--- config.mk ---
export PLATFORM = sky130hd
export DESIGN_NAME = memory_port_arbiter_flat
export DESIGN_NICKNAME = d
export VERILOG_FILES = /design/src/rtl/memory_port_arbiter_if.sv /design/src/rtl/memory_port_arbiter.sv /design/src/flat_wrapper.sv
export SDC_FILE = /design/constraint.sdc
export NUM_CORES = 1
export LEC_CHECK = 0
export CORE_AREA = 3 3 101 103
export DETAILED_ROUTE_END_ITERATION = 12
export DIE_AREA = 0 0 104 106
export DONT_BUFFER_PORTS = 1
export GPL_TIMING_DRIVEN = 1
export PLACE_DENSITY = 0.62
export SLEW_MARGIN = 5
export SYNTH_ARGS = -nofsm -noshare
export SYNTH_HDL_FRONTEND = slang
export SYNTH_SLANG_ARGS = --single-unit
--- constraint.sdc ---
create_clock -name clk -period 2.89 [get_ports clk]
set_input_delay 0.4335 -clock clk [delete_from_list [all_inputs] [get_ports clk]]
set_output_delay 0.4335 -clock clk [all_outputs]
set_load 0.03 [all_outputs]
--- src/rtl/memory_port_arbiter_if.sv ---
// Bus bundle between the pipeline fetch/data ports, the shared memory, and the arbiter.
// The arbiter takes the slave view; the pipeline and memory together form the master view.
interface memory_port_arbiter_if;
   logic        fetchRequest;
   logic [31:0] fetchAddress;
   logic        fetchReady;
   logic [31:0] fetchData;

   logic        dataRead;
   logic        dataWrite;
   logic [31:0] dataAddress;
   logic [31:0] dataWriteData;
   logic        dataReady;
   logic [31:0] dataReadData;

   logic        busError;

   logic        memRequest;
   logic        memWriteEnable;
   logic [31:0] memAddress;
   logic [31:0] memWriteData;
   logic [31:0] memReadData;
   logic        memAck;

   modport slave (
      input  fetchRequest, fetchAddress,
      input  dataRead, dataWrite, dataAddress, dataWriteData,
      input  memReadData, memAck,
      output fetchReady, fetchData,
      output dataReady, dataReadData,
      output busError,
      output memRequest, memWriteEnable, memAddress, memWriteData
   );

   modport master (
      output fetchRequest, fetchAddress,
      output dataRead, dataWrite, dataAddress, dataWriteData,
      output memReadData, memAck,
      input  fetchReady, fetchData,
      input  dataReady, dataReadData,
      input  busError,
      input  memRequest, memWriteEnable, memAddress, memWriteData
   );
endinterface

--- src/rtl/memory_port_arbiter.sv ---
// Shares one variable-latency single-port memory between the fetch and memory pipeline stages.
// Data has priority; a bounded streak of data grants keeps fetch from starving.
module memory_port_arbiter #(
   parameter int MAX_DATA_STREAK = 4,
   parameter int TIMEOUT_CYCLES  = 64
) (
   input logic                  clk,
   input logic                  reset,
   memory_port_arbiter_if.slave bus
);
   localparam int STREAK_W = $clog2(MAX_DATA_STREAK + 1);
   localparam int TIMER_W  = $clog2(TIMEOUT_CYCLES);
   localparam logic [STREAK_W-1:0] STREAK_MAX = STREAK_W'(MAX_DATA_STREAK);
   localparam logic [TIMER_W-1:0]  TIMER_LAST = TIMER_W'(TIMEOUT_CYCLES - 1);

   typedef enum logic [1:0] {
      IDLE       = 2'd0,
      BUSY_FETCH = 2'd1,
      BUSY_DATA  = 2'd2
   } state_t;

   state_t              state_q, state_d;
   logic [STREAK_W-1:0] streak_q, streak_d;
   logic [TIMER_W-1:0]  timer_q, timer_d;
   logic [31:0]         mem_address_q, mem_address_d;
   logic                mem_write_enable_q, mem_write_enable_d;
   logic [31:0]         mem_write_data_q, mem_write_data_d;

   logic        data_req;
   logic        access_done;
   logic        fetch_ready;
   logic        data_ready;
   logic        bus_error;
   logic [31:0] fetch_data;
   logic [31:0] data_read_data;

   always_ff @(posedge clk) begin
      if (reset) begin
         state_q            <= IDLE;
         streak_q           <= '0;
         timer_q            <= '0;
         mem_address_q      <= '0;
         mem_write_enable_q <= 1'b0;
         mem_write_data_q   <= '0;
      end else begin
         state_q            <= state_d;
         streak_q           <= streak_d;
         timer_q            <= timer_d;
         mem_address_q      <= mem_address_d;
         mem_write_enable_q <= mem_write_enable_d;
         mem_write_data_q   <= mem_write_data_d;
      end
   end

   always_comb begin
      state_d            = state_q;
      streak_d           = streak_q;
      timer_d            = timer_q;
      mem_address_d      = mem_address_q;
      mem_write_enable_d = mem_write_enable_q;
      mem_write_data_d   = mem_write_data_q;
      fetch_ready        = 1'b0;
      data_ready         = 1'b0;
      bus_error          = 1'b0;
      fetch_data         = '0;
      data_read_data     = '0;

      data_req    = bus.dataRead | bus.dataWrite;
      access_done = bus.memAck || (timer_q == TIMER_LAST);

      case (state_q)
         IDLE: begin
            timer_d = '0;
            if (data_req && (!bus.fetchRequest || streak_q < STREAK_MAX)) begin
               state_d            = BUSY_DATA;
               mem_address_d      = bus.dataAddress;
               mem_write_enable_d = bus.dataWrite;
               mem_write_data_d   = bus.dataWriteData;
               // Streak only grows while fetch is actually being held off.
               if (!bus.fetchRequest) begin
                  streak_d = '0;
               end else if (streak_q != STREAK_MAX) begin
                  streak_d = streak_q + 1'b1;
               end
            end else if (bus.fetchRequest) begin
               state_d            = BUSY_FETCH;
               mem_address_d      = bus.fetchAddress;
               mem_write_enable_d = 1'b0;
               mem_write_data_d   = '0;
               streak_d           = '0;
            end
         end

         BUSY_FETCH, BUSY_DATA: begin
            if (access_done) begin
               state_d   = IDLE;
               timer_d   = '0;
               bus_error = !bus.memAck;
               if (state_q == BUSY_FETCH) begin
                  fetch_ready = 1'b1;
                  fetch_data  = bus.memAck ? bus.memReadData : 32'd0;
               end else begin
                  data_ready     = 1'b1;
                  data_read_data = (bus.memAck && !mem_write_enable_q) ? bus.memReadData : 32'd0;
               end
            end else begin
               timer_d = timer_q + 1'b1;
            end
         end

         default: begin
            state_d = IDLE;
            timer_d = '0;
         end
      endcase
   end

   // Completion pulses are suppressed in a reset cycle so an aborted access never reports.
   assign bus.fetchReady     = fetch_ready & ~reset;
   assign bus.dataReady      = data_ready & ~reset;
   assign bus.busError       = bus_error & ~reset;
   assign bus.fetchData      = reset ? 32'd0 : fetch_data;
   assign bus.dataReadData   = reset ? 32'd0 : data_read_data;

   assign bus.memRequest     = (state_q != IDLE);
   assign bus.memWriteEnable = mem_write_enable_q;
   assign bus.memAddress     = mem_address_q;
   assign bus.memWriteData   = mem_write_data_q;
endmodule

--- src/flat_wrapper.sv ---
// flat-port wrapper written by rule: the top's interface ports become plain ports
module memory_port_arbiter_flat 
#(
   parameter int MAX_DATA_STREAK = 4,
   parameter int TIMEOUT_CYCLES  = 64
)
  (clk, reset, bus_fetchRequest, bus_fetchAddress, bus_dataRead, bus_dataWrite, bus_dataAddress, bus_dataWriteData, bus_memReadData, bus_memAck, bus_fetchReady, bus_fetchData, bus_dataReady, bus_dataReadData, bus_busError, bus_memRequest, bus_memWriteEnable, bus_memAddress, bus_memWriteData);
  memory_port_arbiter_if bus_i ();
  input logic clk;
  input logic reset;
  input wire logic [$bits(bus_i.fetchRequest)-1:0] bus_fetchRequest;
  input wire logic [$bits(bus_i.fetchAddress)-1:0] bus_fetchAddress;
  input wire logic [$bits(bus_i.dataRead)-1:0] bus_dataRead;
  input wire logic [$bits(bus_i.dataWrite)-1:0] bus_dataWrite;
  input wire logic [$bits(bus_i.dataAddress)-1:0] bus_dataAddress;
  input wire logic [$bits(bus_i.dataWriteData)-1:0] bus_dataWriteData;
  input wire logic [$bits(bus_i.memReadData)-1:0] bus_memReadData;
  input wire logic [$bits(bus_i.memAck)-1:0] bus_memAck;
  output wire logic [$bits(bus_i.fetchReady)-1:0] bus_fetchReady;
  output wire logic [$bits(bus_i.fetchData)-1:0] bus_fetchData;
  output wire logic [$bits(bus_i.dataReady)-1:0] bus_dataReady;
  output wire logic [$bits(bus_i.dataReadData)-1:0] bus_dataReadData;
  output wire logic [$bits(bus_i.busError)-1:0] bus_busError;
  output wire logic [$bits(bus_i.memRequest)-1:0] bus_memRequest;
  output wire logic [$bits(bus_i.memWriteEnable)-1:0] bus_memWriteEnable;
  output wire logic [$bits(bus_i.memAddress)-1:0] bus_memAddress;
  output wire logic [$bits(bus_i.memWriteData)-1:0] bus_memWriteData;
  assign bus_i.fetchRequest = bus_fetchRequest;
  assign bus_i.fetchAddress = bus_fetchAddress;
  assign bus_i.dataRead = bus_dataRead;
  assign bus_i.dataWrite = bus_dataWrite;
  assign bus_i.dataAddress = bus_dataAddress;
  assign bus_i.dataWriteData = bus_dataWriteData;
  assign bus_i.memReadData = bus_memReadData;
  assign bus_i.memAck = bus_memAck;
  assign bus_fetchReady = bus_i.fetchReady;
  assign bus_fetchData = bus_i.fetchData;
  assign bus_dataReady = bus_i.dataReady;
  assign bus_dataReadData = bus_i.dataReadData;
  assign bus_busError = bus_i.busError;
  assign bus_memRequest = bus_i.memRequest;
  assign bus_memWriteEnable = bus_i.memWriteEnable;
  assign bus_memAddress = bus_i.memAddress;
  assign bus_memWriteData = bus_i.memWriteData;
  memory_port_arbiter #(.MAX_DATA_STREAK(MAX_DATA_STREAK), .TIMEOUT_CYCLES(TIMEOUT_CYCLES)) u_core (.clk(clk), .reset(reset), .bus(bus_i));
endmodule
==> impl_metrics.json, run 1 <==
{
  "flop_cell": "dfxtp_1",
  "cts_setup_buffers": 0,
  "core_area_mm2": 0.00928,
  "synthToLayoutAreaGrowth_pct": 8.40,
  "cts_tree": "yes",
  "cp_max_fo": 32,
  "grt_pass1_wl_um": 14500,
  "die_y_um": 106,
  "clk_root_buffer_cell": "clkbuf_8",
  "rrSetupSlack_ns": 0.84,
  "ys.warnings.count": 0,
  "antenna_left": 0,
  "die_x_um": 104,
  "p_clk_share_pct": 31.6,
  "top_area_share_pct": 43.1,
  "hp-start": "reset",
  "hpwl_um": 7900,
  "wl_per_cell_um": 19.2,
  "gp_congestion": 0.862,
  "mostFrequentLayoutCells": "nor2_1, dfxtp_1, and2_1",
  "yosys_area_mm2": 0.00353,
  "antenna_found_initial": 4,
  "cp.arrival_ns": 2.10,
  "finalClockSkew_ns": 0.0124,
  "grt_pass1_vias": 2555,
  "grt_max_degree": 73,
  "fp_util_pct": 38.0,
  "timing.rr.end": "u_core.bus.memAddress[27]",
  "nNetsFinal": 519,
  "combPwrFrac_pct": 15.2,
  "drcViolationCount": 0,
  "clock_sinks": 76,
  "power.internal_mw": 1.78,
  "drt-initial-drc-count": 186,
  "fillers": 968,
  "powerDensity_mw_per_mm2": 724,
  "seqPwrFrac_pct": 53.2,
  "layout_top_cell": "nor2_1",
  "yosys_cells": 392,
  "boundaryPins": 267,
  "netSwitchingFraction_pct": 35.6,
  "slew_violations": 0,
  "wl_um": 9980,
  "crit_path_end_kind": "output port",
  "clk_path_buf_depth": 2,
  "synth_flops": 76,
  "numPortBuffers": 0,
  "num_vias": 2792,
  "leakage_nw": 1.61,
  "hp-class": "primary input to flip-flop",
  "clk_latency_ns": 0.34,
  "rows": 35,
  "r2r_start": "u_core.state_q[1]",
  "cts.htree.levels": 3,
  "critPathKind": "flip-flop to output port",
  "ys_seq_share_pct": 43.1,
  "cts_resized": 0,
  "syn_inst": 392,
  "grt_usage_pct": 16.8,
  "ir_worst_vdd_mv": 0.278,
  "grt_setup_unrepaired": "false",
  "holdBufCountCts": 0,
  "fmax_mhz": 395,
  "fin_setup_tns_ns": 0,
  "warning_count": 29,
  "async_reset_ff_share_pct": 0,
  "drt_pass1_iterations": 4,
  "max_cap_violations": 0,
  "setup_violations": 0,
  "relSlewSlack_pct": 60.9,
  "syn-num-nets": 531,
  "synth.avg_cell_area_um2": 9.01,
  "edf_count": 0,
  "grt.overflow.total": 0,
  "via_per_inst": 5.37,
  "syn-cell-area_mm2": 0.00353,
  "top_cells_by_area": "dfxtp_1, and2_1, mux2i_1",
  "cts_buffers": 9,
  "cp.required_ns": 2.46,
  "critPathLaunchType": "flip-flop",
  "fin_crit_sh_pct": 87.7,
  "cts.clk_slew.worst_paths_ns": 0.09,
  "power.total_mw": 2.77,
  "hold_end": "u_core.bus.memWriteData[0]",
  "dieArea_mm2": 0.0110,
  "drive_above_1_share_pct": 7.79,
  "switchingPower_mw": 0.987,
  "synth_cell_types": 33,
  "synth_top_cell_by_area": "dfxtp_1",
  "fin_crit_ns": 2.53,
  "outcome": "completed",
  "reg2regPathDepth": 7,
  "tightest_slew_ns": 0.586,
  "hold_viol_final": 0,
  "hold_depth": 1
}
[run 1: state kept, by name, summed over array words and instances, names as in the netlist]
| signal | count |
|---|---|
| u_core.bus.memWriteEnable | 1 |
| u_core.timer_q | 6 |
| u_core.streak_q | 3 |
| u_core.bus.memAddress | 32 |
| u_core.bus.memWriteData | 32 |
| u_core.state_q | 2 |
[run 1: per-stage QoR]
stage / cells / cell area [um^2] / worst slack [ns] / utilization [%] / hold slack, ns
after global placement: 498 / 3590 / 0.589 / 38.7 / 0.428
final: 520 / 3830 / 0.357 / 41.2 / 0.154
after floorplan: 392 / 3530 / 0.830 / - / 0.418
after detailed placement: 498 / 3590 / 0.475 / 38.7 / 0.447
after CTS: 514 / 3810 / 0.0751 / 41.1 / 0.125
after global routing: 518 / 3820 / 0.115 / 41.2 / 0.122
[run 1: worst max path at each step]
stage                 startpoint                    to  slack (ns)  cells past startpoint
6_report       u_core.state_q[0]     bus_fetchData[23]        0.36                      5
5_1_grt        u_core.state_q[0]     bus_fetchData[29]        0.11                      5
4_1_cts        u_core.state_q[0]     bus_fetchData[30]        0.08                      5
3_5_place_dp   u_core.state_q[0]     bus_fetchData[30]        0.48                      5
3_3_place_gp   u_core.state_q[0]     bus_fetchData[30]        0.59                      5
2_1_floorplan  u_core.state_q[0]  bus_dataReadData[10]        0.83                      7
[run 1: power groups by stage]
stage	Clock (mW)	Sequential, mW	Combinational, mW
6_report	0.877	1.47	0.421
2_1_floorplan	0	1.47	0.406
3_5_place_dp	0	1.50	0.428
3_3_place_gp	0	1.50	0.415
5_1_grt	0.954	1.49	0.475
4_1_cts	0.911	1.48	0.427
[run 1: layer usage]
layer	GRT usage [%]	wire, um	vias to the layer above
met3	4.49	900	12
li1	-	-	1332
met4	8.93	229	0
met1	18.7	3730	1268
met2	29.2	5120	180
met5	0	0	-
[run 1: worst max-delay path, cell delays in order (launching register included)]
cell and delay [ns]:
dfxtp_1 0.36, inv_1 0.05, ha_1 0.28, nor2b_1 0.23
and3_2 0.47, and2_1 0.38
[run 1: synth_stat cells, drive strengths merged (2+ instances only)]
master  number
xnor2        2
dfxtp       76
mux2i       32
a21oi        3
buf         14
a22oi       33
and2        65
clkbuf      17
inv          6
nand2        6
nor3         3
ha           5
a211oi      32
nand3        3
nor3b        2
nor2        79
xor2         2
nor2b        2
[run 1: layout make-up]
class                   instances  area, um^2  share of cell area (%)
repair buffers                  8        60.1                    1.57
diodes                          6        15.0                   0.392
clock inverters                 5        66.3                    1.73
well taps                     129         161                    4.22
flip-flops and latches         76        1520                    39.8
clock buffers                  11         151                    3.96
inverters                       6        22.5                   0.588
multi-input cells             279        1830                    47.8
[run 1: cell families (layout without fill, tap and decap cells)]
logic type / after synthesis / count (layout) / synth area share (%)
adder cells (fa/ha/maj): 5 / 5 / 1.77
XOR/XNOR: 4 / 4 / 0.992
multiplexers: 32 / 32 / 9.07
AND/OR/NAND/NOR: 163 / 163 / 22.9
buffers and inverters: 37 / 30 / 5.85
AND-OR/OR-AND: 75 / 75 / 16.3
flip-flops: 76 / 76 / 43.1
other: 0 / 6 / 0
Fig. 1: run 1, cell classes on the final placement
(2 px per um)
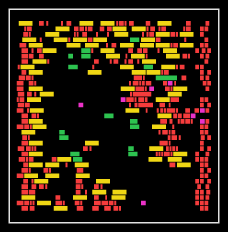
red -> combinational and other logic  # cells 285
magenta -> remaining buffers and delay cells  # cells 8
green -> clock drivers and dummy loads  # cells 16
yellow -> sequential cells  # cells 76

Fig. 2: run 1, metal 3
(4 px per um)
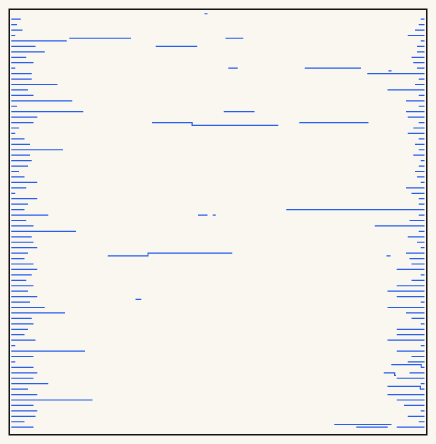
main direction = horizontal
share of all routed wire = 9.0%
nets with wire on the layer = 159

Fig. 3: run 1, signal wires by layer
(4 px per um) Only two layers are drawn.
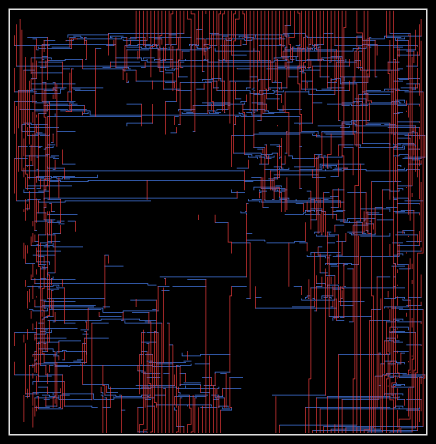
blue -> metal 1  # wire length 3730 um
red -> metal 2  # wire length 5120 um

Fig. 4: run 1, sequential cells coloured by netlist name
(6 px per um) Other sequential cells in the stronger grey, the rest of the logic in the fainter grey.
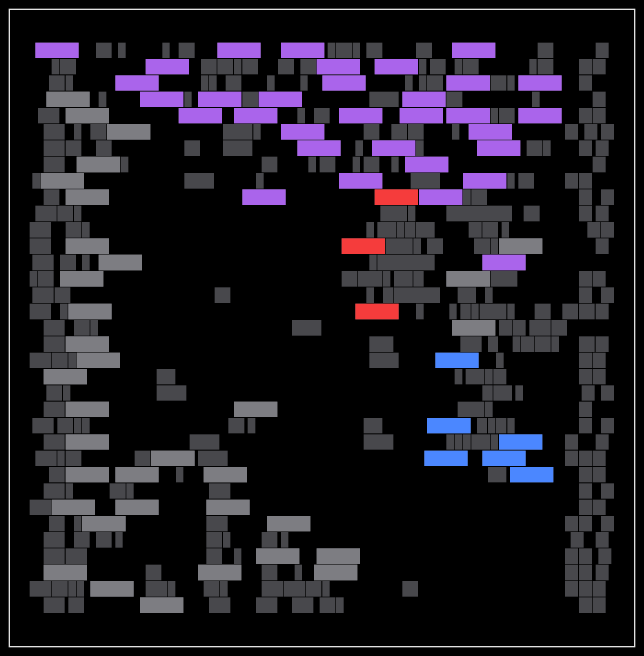
red -> u_core.streak_q  # flops 3
purple -> u_core.bus.memWriteData  # flops 32
blue -> u_core.timer_q  # flops 6

Fig. 5: run 1, cell placement
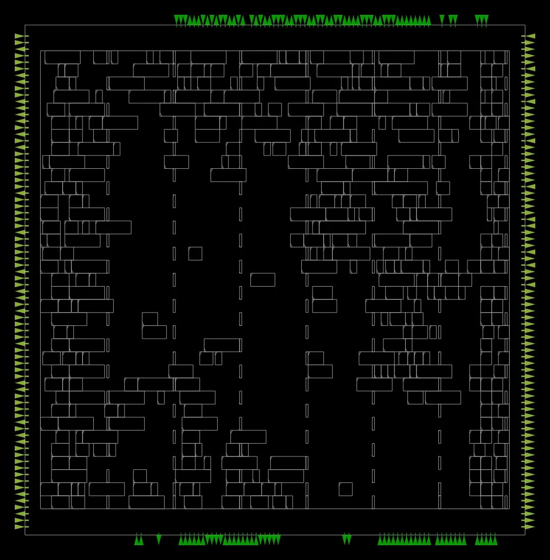

--- run 2 (diff from run 1) ---
- clock period: 2.89 -> 3 ns (I/O delays scaled with it)
Fig. 6: run 2, cell placement
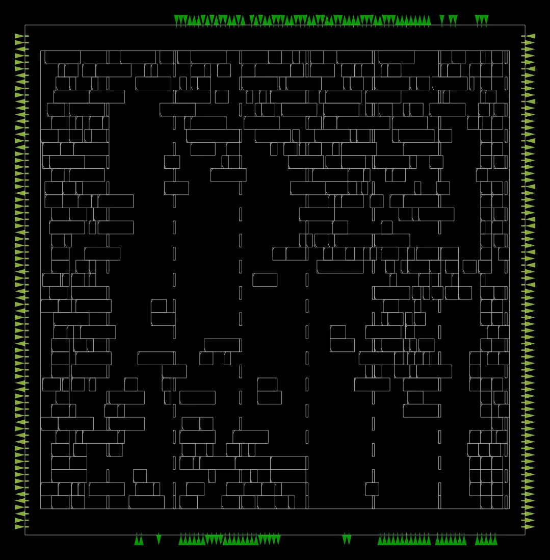
row count: 35
flop count: 76
# fillers: 982
utilization after layout: 41.3%

==> run 2 against run 1 <==
Critical path depth did not move. Non-clock buffer count unchanged. First-iteration DRC count is 12% higher. Setup slack better by 0.096 ns. Cell count did not move. Die area unchanged. Sequential power fell by 3%. Clock-buffer cell count down 2. Area after synthesis unchanged. Wire length is 0.62% higher. Sequential share of layout area down 0.091 points. Combinational power is 3% lower. Critical path type unchanged. Critical endpoint is now bus_fetchData[27].
==> impl_metrics.json, run 2 <==
{
  "clk_latency_ns": 0.35,
  "stdcell_count": 520,
  "powerDensity_mw_per_mm2": 710,
  "syn-num-nets": 531,
  "crit_path_end_kind": "output port",
  "core_area_mm2": 0.00928,
  "fin_setup_tns_ns": 0,
  "syn-cell-area_mm2": 0.00353,
  "tightest_slew_ns": 0.583,
  "flop_cell": "dfxtp_1",
  "fmax_mhz": 393,
  "via_per_inst": 5.48,
  "cts_tree": "yes",
  "gp_congestion": 0.862,
  "dieArea_mm2": 0.0110,
  "die_x_um": 104,
  "numPortBuffers": 0,
  "cts_setup_buffers": 0,
  "yosys_area_mm2": 0.00353,
  "outcome": "completed",
  "async_reset_ff_share_pct": 0,
  "grt_setup_unrepaired": "false",
  "top_cells_by_area": "dfxtp_1, and2_1, mux2i_1",
  "synthToLayoutAreaGrowth_pct": 8.65,
  "antenna_left": 0,
  "mostFrequentLayoutCells": "nor2_1, dfxtp_1, and2_1",
  "grt_pass1_vias": 2705,
  "grt.overflow.total": 0,
  "dp_cells": 498,
  "finalClockSkew_ns": 0.0197,
  "drive_above_1_share_pct": 7.79,
  "hp-class": "primary input to flip-flop",
  "nNetsFinal": 519,
  "cts.clk_slew.worst_paths_ns": 0.10,
  "cts.htree.levels": 3,
  "slew_violations": 0,
  "clock_sinks": 76,
  "leakage_nw": 1.62,
  "cts_resized": 0,
  "synthTopCellsByCount": "nor2_1, dfxtp_1, and2_1",
  "hold_depth": 1,
  "reg2regPathDepth": 7,
  "syn_inst": 392,
  "setup_violations": 0,
  "cp.required_ns": 2.55,
  "hold_viol_final": 0,
  "drt-initial-drc-count": 208,
  "drt_pass1_iterations": 5,
  "fin_crit_sh_pct": 84.9,
  "cp_max_fo": 32,
  "top_area_share_pct": 43.1,
  "drcViolationCount": 0,
  "antenna_found_initial": 4,
  "yosys_cells": 392,
  "ys_seq_share_pct": 43.1,
  "max_cap_violations": 0,
  "fp_util_pct": 38.0,
  "yosysMostFrequentCell": "nor2_1",
  "grt_pass1_wl_um": 15000,
  "crit_chain": "inv_1 -> ha_1 -> nor2b_1 -> and3_2 -> and2_1",
  "slowest_delay_ns": 0.46,
  "power.total_mw": 2.72,
  "clk_path_buf_depth": 2,
  "die_y_um": 106
}
Fig. 7: run 2, signal wires by layer
(4 px per um) Only two layers are drawn.
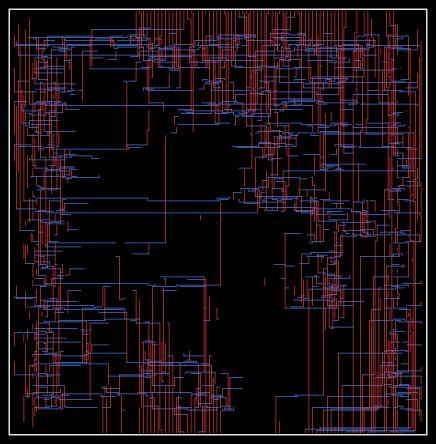
vias: 2847
Avg WL per Cell: 19.3 um
final wirelength: 10000 um
Overall Global Routing Usage: 17.3%

==> run 2: per-layer routing <==
metal  vias to the layer above  global-route usage, %  wire [um]
li1                       1330                      -          -
met2                       183                   29.9       5160
met1                      1318                   18.4       3570
met4                         0                   10.3        312
met3                        16                   5.89        993
met5                         -                      0          0
==> run 2: kinds of logic after synthesis <==
| group | after synthesis | share of synthesized area, % |
|---|---|---|
| adders and majority gates | 5 | 1.77 |
| and+or+nand+nor | 163 | 22.9 |
| muxes | 32 | 9.07 |
| buffers and inverters | 37 | 5.85 |
| AOI/OAI and AO/OA | 75 | 16.3 |
| DFF | 76 | 43.1 |
| xor gates and xnor gates | 4 | 0.992 |
==> run 2: path summary, 6_finish.rpt <==
| kind | from | end | slack, ns |
|---|---|---|---|
| worst max-delay path | u_core.state_q[0] | bus_fetchData[27] | 0.45 |
| worst min-delay path | reset | u_core.bus.memWriteData[9] | 0.16 |
| worst max register to register | u_core.state_q[1] | u_core.bus.memAddress[31] | 1.00 |
| worst min register to register | u_core.timer_q[0] | u_core.timer_q[0] | 0.46 |
==> run 2: layout make-up <==
class | count | area [um^2] | share of cell area, %
antenna | 6 | 15.0 | 0.391
clock buffer | 9 | 124 | 3.23
clock inverter | 7 | 103 | 2.67
inverter | 6 | 22.5 | 0.587
multi-input combinational | 279 | 1830 | 47.7
sequential | 76 | 1520 | 39.7
tap | 129 | 161 | 4.21
timing repair buffer | 8 | 60.1 | 1.57
==> run 2: where the power goes <==
group / switching, mW / internal, mW
Sequential: 0.297 / 1.12
Clock: 0.413 / 0.482
Combinational: 0.254 / 0.153
Total: 0.964 / 1.76
==> run 2: critical path, delay by kind of cell (launching register included) <==
family	cells	cell delay, ns
simple gates	3	1.07
buf+inv	1	0.05
fa+ha+maj	1	0.28
flops	1	0.36
==> run 2: through the flow <==
step           setup slack, ns  util (%)  area, um^2
2_1_floorplan            0.923         -        3530
3_3_place_gp             0.683      38.7        3590
3_5_place_dp             0.588      38.7        3590
4_1_cts                  0.180      41.1        3820
5_1_grt                  0.180      41.3        3830
6_report                 0.453      41.3        3840
Power and IR drop assume default switching activity.
